$ cat config.mk
export PLATFORM = sky130hd
export DESIGN_NAME = micro_tile_host_flat
export DESIGN_NICKNAME = d
export VERILOG_FILES = /design/src/rtl/micro_tile_host_pkg.sv /design/src/rtl/micro_tile_host_if.sv /design/src/rtl/micro_tile_host_timer.sv /design/src/rtl/micro_tile_host.sv /design/src/flat_wrapper.sv
export SDC_FILE = /design/constraint.sdc
export NUM_CORES = 1
export LEC_CHECK = 0
export CAP_MARGIN = 40
export CORE_MARGIN = 1.5
export CORE_UTILIZATION = 40
export DETAILED_ROUTE_END_ITERATION = 10
export PLACE_DENSITY = 0.69
export RECOVER_POWER = 25
export SYNTH_ARGS = -nofsm -noshare
export SYNTH_HDL_FRONTEND = slang
export SYNTH_SLANG_ARGS = --single-unit
$ cat constraint.sdc
create_clock -name clk -period 1.8 [get_ports clk]
set_input_delay 0.36 -clock clk [delete_from_list [all_inputs] [get_ports clk]]
set_output_delay 0.36 -clock clk [all_outputs]
set_load 0.02 [all_outputs]
$ cat src/rtl/micro_tile_host_pkg.sv
// micro_tile_host_pkg
// Shared definitions for the micro-tile host driver.
//   - command opcode encoding (op_e)
//   - FSM state encoding (state_t plus ST_* constants)
//   - width of the SETTLE/HALF phase timer
//   - is_pulse_op(): true for opcodes that generate tile_clk pulses
package micro_tile_host_pkg;

   localparam int TMR_W = 4;

   typedef enum logic [1:0] {
      OP_STEP  = 2'b00,
      OP_RESET = 2'b01,
      OP_READ  = 2'b10,
      OP_RSVD  = 2'b11
   } op_e;

   typedef logic [2:0] state_t;

   localparam state_t ST_IDLE  = 3'd0;
   localparam state_t ST_SETUP = 3'd1;
   localparam state_t ST_HIGH  = 3'd2;
   localparam state_t ST_LOW   = 3'd3;
   localparam state_t ST_RESP  = 3'd4;

   // The reserved opcode runs as READ, so only STEP and RESET clock the tile.
   function automatic logic is_pulse_op(op_e op);
      return (op == OP_STEP) || (op == OP_RESET);
   endfunction

endpackage

$ cat src/rtl/micro_tile_host_if.sv
// micro_tile_host_if
// Command/response port of the micro-tile host driver.
//   cmd_valid/cmd_ready  command handshake
//   cmd_op/cmd_sel/cmd_data/cmd_cnt  command fields
//   rsp_valid/rsp_ready  response handshake
//   rsp_data             sampled tile output byte
// master: the controller issuing commands. slave: micro_tile_host.
interface micro_tile_host_if;

   logic       cmd_valid;
   logic       cmd_ready;
   logic [1:0] cmd_op;
   logic [1:0] cmd_sel;
   logic [7:0] cmd_data;
   logic [3:0] cmd_cnt;
   logic       rsp_valid;
   logic       rsp_ready;
   logic [7:0] rsp_data;

   modport master (
      output cmd_valid, cmd_op, cmd_sel, cmd_data, cmd_cnt, rsp_ready,
      input  cmd_ready, rsp_valid, rsp_data
   );

   modport slave (
      input  cmd_valid, cmd_op, cmd_sel, cmd_data, cmd_cnt, rsp_ready,
      output cmd_ready, rsp_valid, rsp_data
   );

endinterface

$ cat src/rtl/micro_tile_host_timer.sv
// micro_tile_host_timer
// Loadable down-counter that times the SETUP, HIGH and LOW phases.
//   clk, rst      system clock, synchronous active-high reset
//   load_i        load load_val_i (has priority over dec_i)
//   load_val_i    phase length minus one
//   dec_i         count down by one, stopping at zero
//   expired_o     terminal count reached (count is zero)
// A phase of N cycles is timed by loading N-1 on entry and leaving on
// the cycle expired_o is high.
module micro_tile_host_timer
   import micro_tile_host_pkg::*;
(
   input  logic             clk,
   input  logic             rst,
   input  logic             load_i,
   input  logic [TMR_W-1:0] load_val_i,
   input  logic             dec_i,
   output logic             expired_o
);

   logic [TMR_W-1:0] count_q;
   logic [TMR_W-1:0] count_d;

   always_comb begin
      count_d = count_q;
      if (load_i) begin
         count_d = load_val_i;
      end else if (dec_i && (count_q != '0)) begin
         count_d = count_q - 1'b1;
      end
   end

   always_ff @(posedge clk) begin
      if (rst) begin
         count_q <= '0;
      end else begin
         count_q <= count_d;
      end
   end

   assign expired_o = (count_q == '0);

endmodule

$ cat src/rtl/micro_tile_host.sv
// micro_tile_host
// Host-side driver for the micro-tile container: accepts STEP/RESET/READ
// commands, drives the container select, input byte, reset and a
// software-generated tile clock, and returns the sampled tile output byte.
//   clk, rst       system clock, synchronous active-high reset
//   bus            command/response port (slave side)
//   busy_o         FSM not idle
//   tile_sel_o     container select
//   tile_ui_o      container input byte
//   tile_clk_o     generated tile clock (registered)
//   tile_rst_n_o   tile reset, active-low
//   tile_uo_i      container output byte, synchronous to clk
// Parameters: SETTLE (1..15) select/data settle cycles before the first
// tile_clk edge, HALF (1..15) cycles per tile_clk half-period.
//
// state | meaning
// IDLE  | waiting for a command; cmd_ready high
// SETUP | tile_sel/tile_ui settling, tile_clk low, SETTLE cycles
// HIGH  | tile_clk high for HALF cycles
// LOW   | tile_clk low for HALF cycles; last pulse samples tile_uo
// RESP  | rsp_valid high until rsp_ready
module micro_tile_host
   import micro_tile_host_pkg::*;
#(
   parameter int unsigned SETTLE = 2,
   parameter int unsigned HALF   = 1
)(
   input  logic                      clk,
   input  logic                      rst,
   micro_tile_host_if.slave          bus,
   output logic                      busy_o,
   output logic [1:0]                tile_sel_o,
   output logic [7:0]                tile_ui_o,
   output logic                      tile_clk_o,
   output logic                      tile_rst_n_o,
   input  logic [7:0]                tile_uo_i
);

   localparam logic [TMR_W-1:0] SETTLE_LD = TMR_W'(SETTLE - 1);
   localparam logic [TMR_W-1:0] HALF_LD   = TMR_W'(HALF - 1);

   state_t           state_q, state_d;
   op_e              op_q, op_d;
   logic [3:0]       pulse_q, pulse_d;
   logic [1:0]       sel_q, sel_d;
   logic [7:0]       ui_q, ui_d;
   logic             rst_n_q, rst_n_d;
   logic             clk_q, clk_d;
   logic [7:0]       rsp_data_q, rsp_data_d;

   logic             tmr_load;
   logic [TMR_W-1:0] tmr_load_val;
   logic             tmr_dec;
   logic             tmr_expired;

   micro_tile_host_timer u_timer (
      .clk        (clk),
      .rst        (rst),
      .load_i     (tmr_load),
      .load_val_i (tmr_load_val),
      .dec_i      (tmr_dec),
      .expired_o  (tmr_expired)
   );

   always_comb begin
      state_d      = state_q;
      op_d         = op_q;
      pulse_d      = pulse_q;
      sel_d        = sel_q;
      ui_d         = ui_q;
      rst_n_d      = rst_n_q;
      rsp_data_d   = rsp_data_q;
      tmr_load     = 1'b0;
      tmr_load_val = SETTLE_LD;
      tmr_dec      = 1'b0;

      case (state_q)
         ST_IDLE: begin
            if (bus.cmd_valid) begin
               op_d         = op_e'(bus.cmd_op);
               pulse_d      = bus.cmd_cnt;
               sel_d        = bus.cmd_sel;
               ui_d         = bus.cmd_data;
               // RESET holds the tile in reset from SETUP entry onward;
               // any other op releases it.
               rst_n_d      = (op_e'(bus.cmd_op) != OP_RESET);
               tmr_load     = 1'b1;
               tmr_load_val = SETTLE_LD;
               state_d      = ST_SETUP;
            end
         end

         ST_SETUP: begin
            if (tmr_expired) begin
               if (is_pulse_op(op_q)) begin
                  tmr_load     = 1'b1;
                  tmr_load_val = HALF_LD;
                  state_d      = ST_HIGH;
               end else begin
                  rsp_data_d = tile_uo_i;
                  state_d    = ST_RESP;
               end
            end else begin
               tmr_dec = 1'b1;
            end
         end

         ST_HIGH: begin
            if (tmr_expired) begin
               tmr_load     = 1'b1;
               tmr_load_val = HALF_LD;
               state_d      = ST_LOW;
            end else begin
               tmr_dec = 1'b1;
            end
         end

         ST_LOW: begin
            if (tmr_expired) begin
               if (pulse_q == 4'd0) begin
                  // Sampled on the last reset cycle for a RESET op, so the
                  // response reflects the tile while still held in reset.
                  rsp_data_d = tile_uo_i;
                  rst_n_d    = 1'b1;
                  state_d    = ST_RESP;
               end else begin
                  pulse_d      = pulse_q - 4'd1;
                  tmr_load     = 1'b1;
                  tmr_load_val = HALF_LD;
                  state_d      = ST_HIGH;
               end
            end else begin
               tmr_dec = 1'b1;
            end
         end

         ST_RESP: begin
            if (bus.rsp_ready) begin
               state_d = ST_IDLE;
            end
         end

         default: begin
            state_d = ST_IDLE;
         end
      endcase

      // tile_clk is a pure function of the next state, registered, so it
      // is glitch-free and high for exactly the HIGH cycles.
      clk_d = (state_d == ST_HIGH);
   end

   always_ff @(posedge clk) begin
      if (rst) begin
         state_q    <= ST_IDLE;
         op_q       <= OP_STEP;
         pulse_q    <= '0;
         sel_q      <= '0;
         ui_q       <= '0;
         rst_n_q    <= 1'b0;
         clk_q      <= 1'b0;
         rsp_data_q <= '0;
      end else begin
         state_q    <= state_d;
         op_q       <= op_d;
         pulse_q    <= pulse_d;
         sel_q      <= sel_d;
         ui_q       <= ui_d;
         rst_n_q    <= rst_n_d;
         clk_q      <= clk_d;
         rsp_data_q <= rsp_data_d;
      end
   end

   assign bus.cmd_ready = (state_q == ST_IDLE) && !rst;
   assign bus.rsp_valid = (state_q == ST_RESP);
   assign bus.rsp_data  = rsp_data_q;
   assign busy_o        = (state_q != ST_IDLE);
   assign tile_sel_o    = sel_q;
   assign tile_ui_o     = ui_q;
   assign tile_clk_o    = clk_q;
   assign tile_rst_n_o  = rst_n_q;

endmodule

$ cat src/flat_wrapper.sv
// flat-port wrapper written by rule: the top's interface ports become plain ports
module micro_tile_host_flat import micro_tile_host_pkg::*;
#(
   parameter int unsigned SETTLE = 2,
   parameter int unsigned HALF   = 1
)
  (clk, rst, busy_o, tile_sel_o, tile_ui_o, tile_clk_o, tile_rst_n_o, tile_uo_i, bus_cmd_valid, bus_cmd_op, bus_cmd_sel, bus_cmd_data, bus_cmd_cnt, bus_rsp_ready, bus_cmd_ready, bus_rsp_valid, bus_rsp_data);
  micro_tile_host_if bus_i ();
  input  logic clk;
  input  logic rst;
  output logic busy_o;
  output logic [1:0] tile_sel_o;
  output logic [7:0] tile_ui_o;
  output logic tile_clk_o;
  output logic tile_rst_n_o;
  input  logic [7:0] tile_uo_i;
  input wire logic [$bits(bus_i.cmd_valid)-1:0] bus_cmd_valid;
  input wire logic [$bits(bus_i.cmd_op)-1:0] bus_cmd_op;
  input wire logic [$bits(bus_i.cmd_sel)-1:0] bus_cmd_sel;
  input wire logic [$bits(bus_i.cmd_data)-1:0] bus_cmd_data;
  input wire logic [$bits(bus_i.cmd_cnt)-1:0] bus_cmd_cnt;
  input wire logic [$bits(bus_i.rsp_ready)-1:0] bus_rsp_ready;
  output wire logic [$bits(bus_i.cmd_ready)-1:0] bus_cmd_ready;
  output wire logic [$bits(bus_i.rsp_valid)-1:0] bus_rsp_valid;
  output wire logic [$bits(bus_i.rsp_data)-1:0] bus_rsp_data;
  assign bus_i.cmd_valid = bus_cmd_valid;
  assign bus_i.cmd_op = bus_cmd_op;
  assign bus_i.cmd_sel = bus_cmd_sel;
  assign bus_i.cmd_data = bus_cmd_data;
  assign bus_i.cmd_cnt = bus_cmd_cnt;
  assign bus_i.rsp_ready = bus_rsp_ready;
  assign bus_cmd_ready = bus_i.cmd_ready;
  assign bus_rsp_valid = bus_i.rsp_valid;
  assign bus_rsp_data = bus_i.rsp_data;
  micro_tile_host #(.SETTLE(SETTLE), .HALF(HALF)) u_core (.clk(clk), .rst(rst), .bus(bus_i), .busy_o(busy_o), .tile_sel_o(tile_sel_o), .tile_ui_o(tile_ui_o), .tile_clk_o(tile_clk_o), .tile_rst_n_o(tile_rst_n_o), .tile_uo_i(tile_uo_i));
endmodule
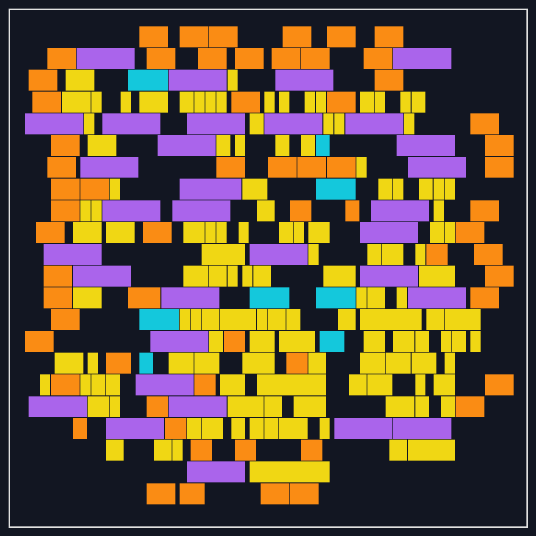
Run 1: placement by cell class
(8 px per um)
yellow -> all other logic  # cells 128
orange -> other buffers and delay cells  # cells 62
cyan -> clock drivers and dummy loads  # cells 8
purple -> flip-flops  # cells 32

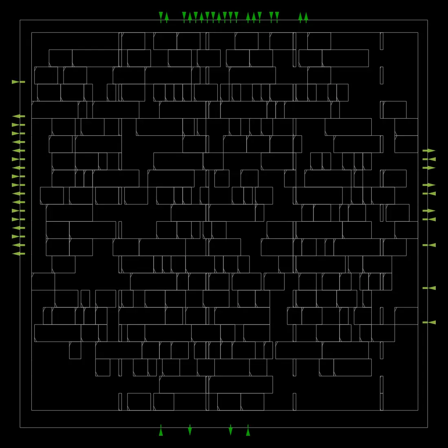
Run 1: cell placement
row cnt: 22
Tap Cells: 48

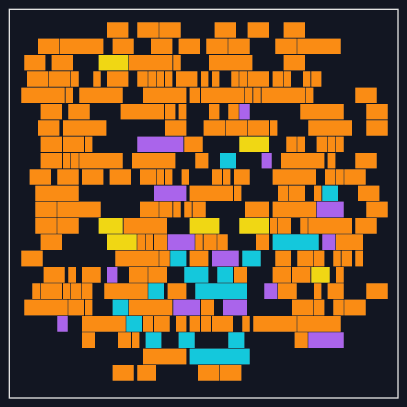
Run 1: cells by drive strength
(6 px per um)
orange -> drive 1 or less  # cells 194, share 84%, most used clkdlybuf4s50_1
purple -> drive 2  # cells 14, share 6.1%, most used a211oi_2
cyan -> drive 3 to 4  # cells 15, share 6.5%, most used buf_4
yellow -> drive 6 and up  # cells 7, share 3.0%, most used clkbuf_8

==> deck_impl_summary.md, run 1 <==
Physical Implementation Snapshot

Clock tree
  – CTS tree: yes
  – Clock-pin transition on the worst setup and hold timing paths: 0.07 ns
  – Inserted Clock Buffers: 5
  – Post CTS Setup Buffer Count: 0
  – H-tree levels: 2
  – Root Driver: clkbuf_8

Finish
  – Most instantiated logic cells after routing: 42 x clkdlybuf4s50_1, 31 x dfxtp_1, 26 x nand2_1, 17 x nor2_1, 17 x a21oi_1
  – # fillers: 315
  – Layout area overhead: 46.1%
  – Antenna diodes: 0
  – Largest class: combinational gates
  – Flip-flops: 32
  – Combinational share of cell area: 36.5%
  – Non-clock buffer count: 62
  – # clk buffers: 5

Routing
  – Wl on met1: 1500 um
  – Routed met3 length: 158 um
  – Post-DRT Antenna Nets: 0
  – Initial DRC count: 59
  – WL met2: 1750 um
  – First-pass DRT Iterations: 4
  – WL final: 3460 um
  – DR DRC count: 0
  – Vias: 1,394
  – Max layer used: met4

Critical path
  – CP Capture Type: register
  – Critical Path AT: 1.92 ns
  – Critical Path Fanout Max: 3
  – CP startpoint kind: register

Global route
  – Top Usage Layer GRT: met2
  – Met2 Track Usage GR: 30.9%
  – Largest net degree at the start of global routing: 32
  – Total track usage: 17.7%
  – GRT overflow: 0
  – Met3 Usage GRT: 4.86%

Die
  – Top-Level Pins: 51
  – Fp util: 41.4%
  – Die area: 4170 sq um
  – Die height: 64.5 um

Synthesis
  – Top cell area share: 42.3%
  – YS chip area: 1520 sq um
  – Cell count after synthesis: 171
  – Mapped cell area: 1520 sq um
  – Ys Warns: 0
  – Synth area leader: dfxtp_1
  – Post-synth EDFFs: 0
  – Top_reg_cell synth: dfxtp_1
  – Fraction of registers with async set/reset: 0%
  – Post-synthesis sequential area ratio: 42.3%

Timing
  – Final min period: 1.73 ns
  – Final hold vios: 0
  – Highest clock rate: 0.578 GHz
  – Fin crit share: 96.1%
  – Hold WS: 0.451 ns
  – Setup_tns: 0 ns
  – Relative slew slack: 69.2%

Pwr
  – Clk pwr: 0.000530 W
  – Seq pwr share: 33.2%
  – Net Sw Power: 0.00108 W
  – Peak supply drop: 0.631 mV
  – Gate power share: 48.3%
  – Main power group: combinational cells
  – Int Pwr: 0.00178 W
  – Power Density: 1290 nW/um^2
  – Static leakage: 0.827 nW

Run
  – Tool warnings: 26
  – Max Cap Viol: 0

Placed design
  – DP HPWL: 2540 um
  – Dpl cell area: 2100 sq um

Outcome
  – Status: finished, final reports clean
[run 1: through the flow]
step | utilization [%] | worst slack (ns) | cells | power (W)
floorplan | - | 0.126 | 171 | 0.00187
global placement | 57.3 | -0.196 | 269 | 0.00227
detailed placement | 57.3 | -0.194 | 269 | 0.00231
CTS | 59.6 | 0.0312 | 277 | 0.00284
global route | 60.5 | -0.00371 | 278 | 0.00306
finish | 60.5 | 0.0705 | 278 | 0.00287
[run 1: cell families after synthesis]
group,share of synthesized area (%)
AND-OR/OR-AND,16.1
XOR/XNOR,1.73
adder cells (fa/ha/maj),1.65
buffers and inverters,6.36
flip-flops,42.3
multiplexers,5.29
AND/OR/NAND/NOR,26.6
[run 1: worst max-delay path, stage by stage, from the launching register on]
cell and delay, ns:
dfxtp_2 0.33, inv_1 0.05, ha_2 0.18, or3b_4 0.42
o31ai_4 0.38, inv_6 0.04, o32ai_2 0.24
[run 1: worst paths after layout]
| check | from | slack, ns | endpoint | depth (start not counted) |
|---|---|---|---|---|
| max | u_core.u_timer.count_q[0] | 0.07 | u_core.pulse_q[2] | 6 |
| min | u_core.tile_ui_o[7] | 0.45 | u_core.tile_ui_o[7] | 2 |
| max reg2reg | u_core.u_timer.count_q[0] | 0.07 | u_core.pulse_q[2] | 6 |
| min reg2reg | u_core.tile_ui_o[7] | 0.45 | u_core.tile_ui_o[7] | 2 |
[run 1: Yosys cell counts, types with 2 or more instances]
cell	number
xnor2_1	3
nor2_1	18
a211oi_1	4
a211oi_2	2
buf_6	2
buf_2	3
or3b_1	2
mux2i_1	8
dfxtp_1	32
ha_1	2
nor3_1	5
nor4b_1	2
nor3b_1	4
o21ai_0	2
a21oi_1	17
nand2_1	26
or3_1	4
inv_1	6
nand2b_1	3
clkbuf_1	3
nand4bb_1	2
Run 1, met3 routing:
(4 px per um)
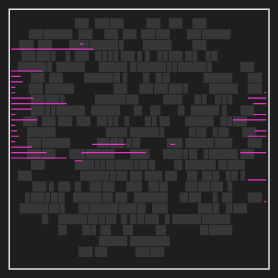

==> run 2, diff against run 1 <==
ABC_AREA = 1   (was not set)
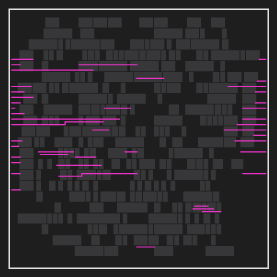
Run 2: met3 routing
(4 px per um)
wire length on this layer = 283 um
longest straight run = 26.9 um
main direction = horizontal
nets with wire on the layer = 39
vias: 1,509
WL final: 3400 um

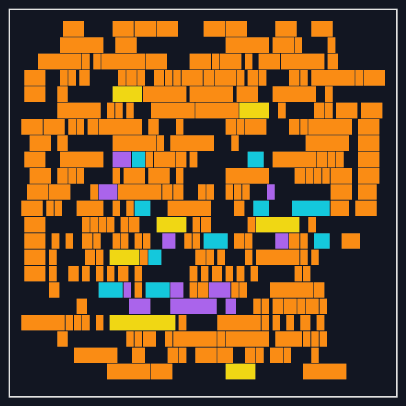
Run 2: cells by drive strength
(6 px per um)
yellow -> drive 6 and up  # cells 7, share 2.6%, most used clkbuf_8
purple -> drive 2  # cells 11, share 4.0%, most used nand2_2
orange -> drive 1 or less  # cells 246, share 90%, most used nand2_1
cyan -> drive 3 to 4  # cells 10, share 3.6%, most used buf_4

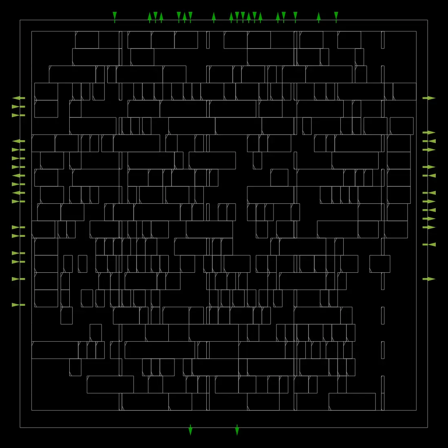
Run 2: cell placement
non-filler cells, final: 322
# fillers: 363

==> deck_impl_summary.md, run 2 <==
Physical Implementation Snapshot

Global route
  – First-pass GRT wire length: 5640 um
  – Largest net degree at the start of global routing: 18
  – Number of global-route vias before repair: 1,314
  – Number of antenna violations at the first check in global routing: 0
  – GRT overflow: 0
  – Total track usage: 17.7%

Pwr
  – Static leakage: 0.937 nW
  – Power, Total: 0.00289 W
  – Peak supply drop: 0.730 mV
  – Power Density: 1320 nW/um^2

Synthesis
  – Ys flops: 32
  – YS chip area: 1510 sq um
  – Post-Syn Nets: 245
  – Yosys cell types: 27
  – Fraction of registers with async set/reset: 0%
  – Ys Warns: 0
  – Count leader, synth: nand2_1
  – Top post-synthesis cells by area: dfxtp_1 43%, nand2_1 14%, nor2_1 10%
  – Post-synth EDFFs: 0
  – Mapped cell area: 1510 sq um
  – Yosys Instances: 215
  – Commonest cells in the netlist: 56 x nand2_1, 42 x nor2_1, 32 x dfxtp_1
  – Synth area leader: dfxtp_1
  – Mapped Avg Cell Area: 7.00 sq um
  – Post-synthesis sequential area ratio: 42.6%
  – Cell count after synthesis: 215
  – Top_reg_cell synth: dfxtp_1
  – Top cell area share: 42.6%

Clock tree
  – Worst-skew pair later-pin latency: 0.29 ns
  – Hold_buf cts: 0
  – H-tree levels: 2
  – Clock-pin transition on the worst setup and hold timing paths: 0.07 ns
  – CTS tree: yes
  – Clock buffer depth: 2
  – Root Driver: clkbuf_8
  – Inserted Clock Buffers: 5
  – Clock Sinks: 32

Outcome
  – Status: finished, final reports clean

Timing
  – Final hold vios: 0
  – Setup_tns: 0 ns
  – Worst Slack Setup Final: 0.143 ns
  – Final setup vio count: 0
  – RSZ-0062 raised after global routing: no
  – Slew at the pin closest to its max-slew limit: 0.453 ns
  – Clock Skews: 0.00431 ns
  – Hold WS: 0.465 ns
  – Final min period: 1.66 ns
  – Highest clock rate: 0.604 GHz
  – Relative slew slack: 69.8%
  – Fin crit share: 92.1%
  – Slew Limit Fails: 0

Routing
  – Vias per inst: 4.69
  – Post-DRT Antenna Nets: 0
  – Initial DRC count: 99
  – DR DRC count: 0
  – First-pass DRT Iterations: 4
  – Routed WL per cell: 10.6 um

Finish
  – Layout cell share with drive strength beyond 1: 10.2%
  – Nets: 303
  – Layout area overhead: 45.1%
  – Post-Layout Inst Area: 2180 sq um
  – Most instantiated logic cells after routing: 55 x nand2_1, 46 x clkdlybuf4s50_1, 43 x nor2_1, 31 x dfxtp_1, 18 x o21ai_0
  – Antenna diodes: 0
  – Commonest Layout Cell: nand2_1
  – Util after Layout: 60.1%

Critical path
  – CP Capture Type: output port
  – CP startpoint kind: input port
  – Bufs and invs on worst path: 2
  – CP Data Required Time: 1.44 ns
  – Cell Chain, Critical Path: clkdlybuf4s50_1, nor2_1, dlygate4sd2_1
  – Reg2Reg Depth: 8
  – Crit-path max cell delay: 0.47 ns
  – Critical path class: input port to output port
  – Slowest CP cell: clkdlybuf4s50_1
  – Critical Path Fanout Max: 2
  – Critical Path AT: 1.30 ns
  – CP Depth: 3
  – Top Family by Delay on Critical Path: buffers and inverters

Die
  – Top-Level Pins: 51
  – Die area: 4140 sq um
  – Die width: 64.3 um
  – Die height: 64.3 um
  – Fp util: 41.4%
  – Row cnt: 22
  – Core area: 3630 sq um

Run
  – Tool warnings: 26
  – Max Cap Viol: 0

Placed design
  – Place WS: -0.137 ns
  – Dpl cell area: 2080 sq um
  – Placed cell count: 314
  – DP HPWL: 2510 um
  – Port Buf Inserts: 50
  – Routability congestion estimate from global placement: 0.861

Min path
  – Hold Path Class: register to register
  – Number of stages on the worst hold path: 2
## run 2: kinds of logic (layout without fill, tap and decap cells)
| logic type | after synthesis | count (layout) | synth area share (%) |
|---|---|---|---|
| AND-OR/OR-AND | 33 | 33 | 11.6 |
| adder cells (fa/ha/maj) | 2 | 2 | 1.66 |
| buffers and inverters | 25 | 84 | 6.98 |
| flip-flops | 32 | 32 | 42.6 |
| AND/OR/NAND/NOR | 123 | 123 | 37.2 |
## run 2: layout make-up
class                   instances  area, sq um
clock inverters                 2         35.0
flip-flops and latches         32          642
inverters                      21         83.8
repair buffers                 55          531
well taps                      48         60.1
fillers                       363         1450
clock buffers                   6         72.6
multi-input cells             158          759
## run 2: repair_timing
| item | 4_1_cts | 5_1_grt |
|---|---|---|
| resized | 4 | 1 |
| endpoints found under the setup margin | 3 | 2 |
| gates cloned | 0 | 0 |
| buffers inserted | 0 | 0 |
## run 2: tightest hold or removal path, stage by stage (launching register included)
cell	delay, ns
dfxtp_1	0.31
nand2_1	0.06
a21oi_1	0.05
## run 2: report_power, final
part           internal, W  leakage [nW]  switching, W
logic             0.000512         0.619      0.000746
clock network     0.000410        0.0552      0.000263
registers         0.000863         0.262     0.0000973
## run 2: final timing paths
check / startpoint / end / slack, ns
max: rst / bus_cmd_ready / 0.14
min: u_core.tile_ui_o[4] / u_core.tile_ui_o[4] / 0.47
max reg2reg: u_core.u_timer.count_q[0] / u_core.state_q[0] / 0.21
min reg2reg: u_core.tile_ui_o[4] / u_core.tile_ui_o[4] / 0.47
## run 2: metal layers
layer  share of wire (%)  track usage [%]  wire length (um)  up-vias
met3                 8.3             6.16               282        7
met4                 1.8             7.98                60        0
li1                    -                -                 -      794
met5                   0                0                 0        -
met2                  45             28.1              1550       52
met1                  44             21.5              1510      656
Power is estimated from default activity; no workload was simulated.
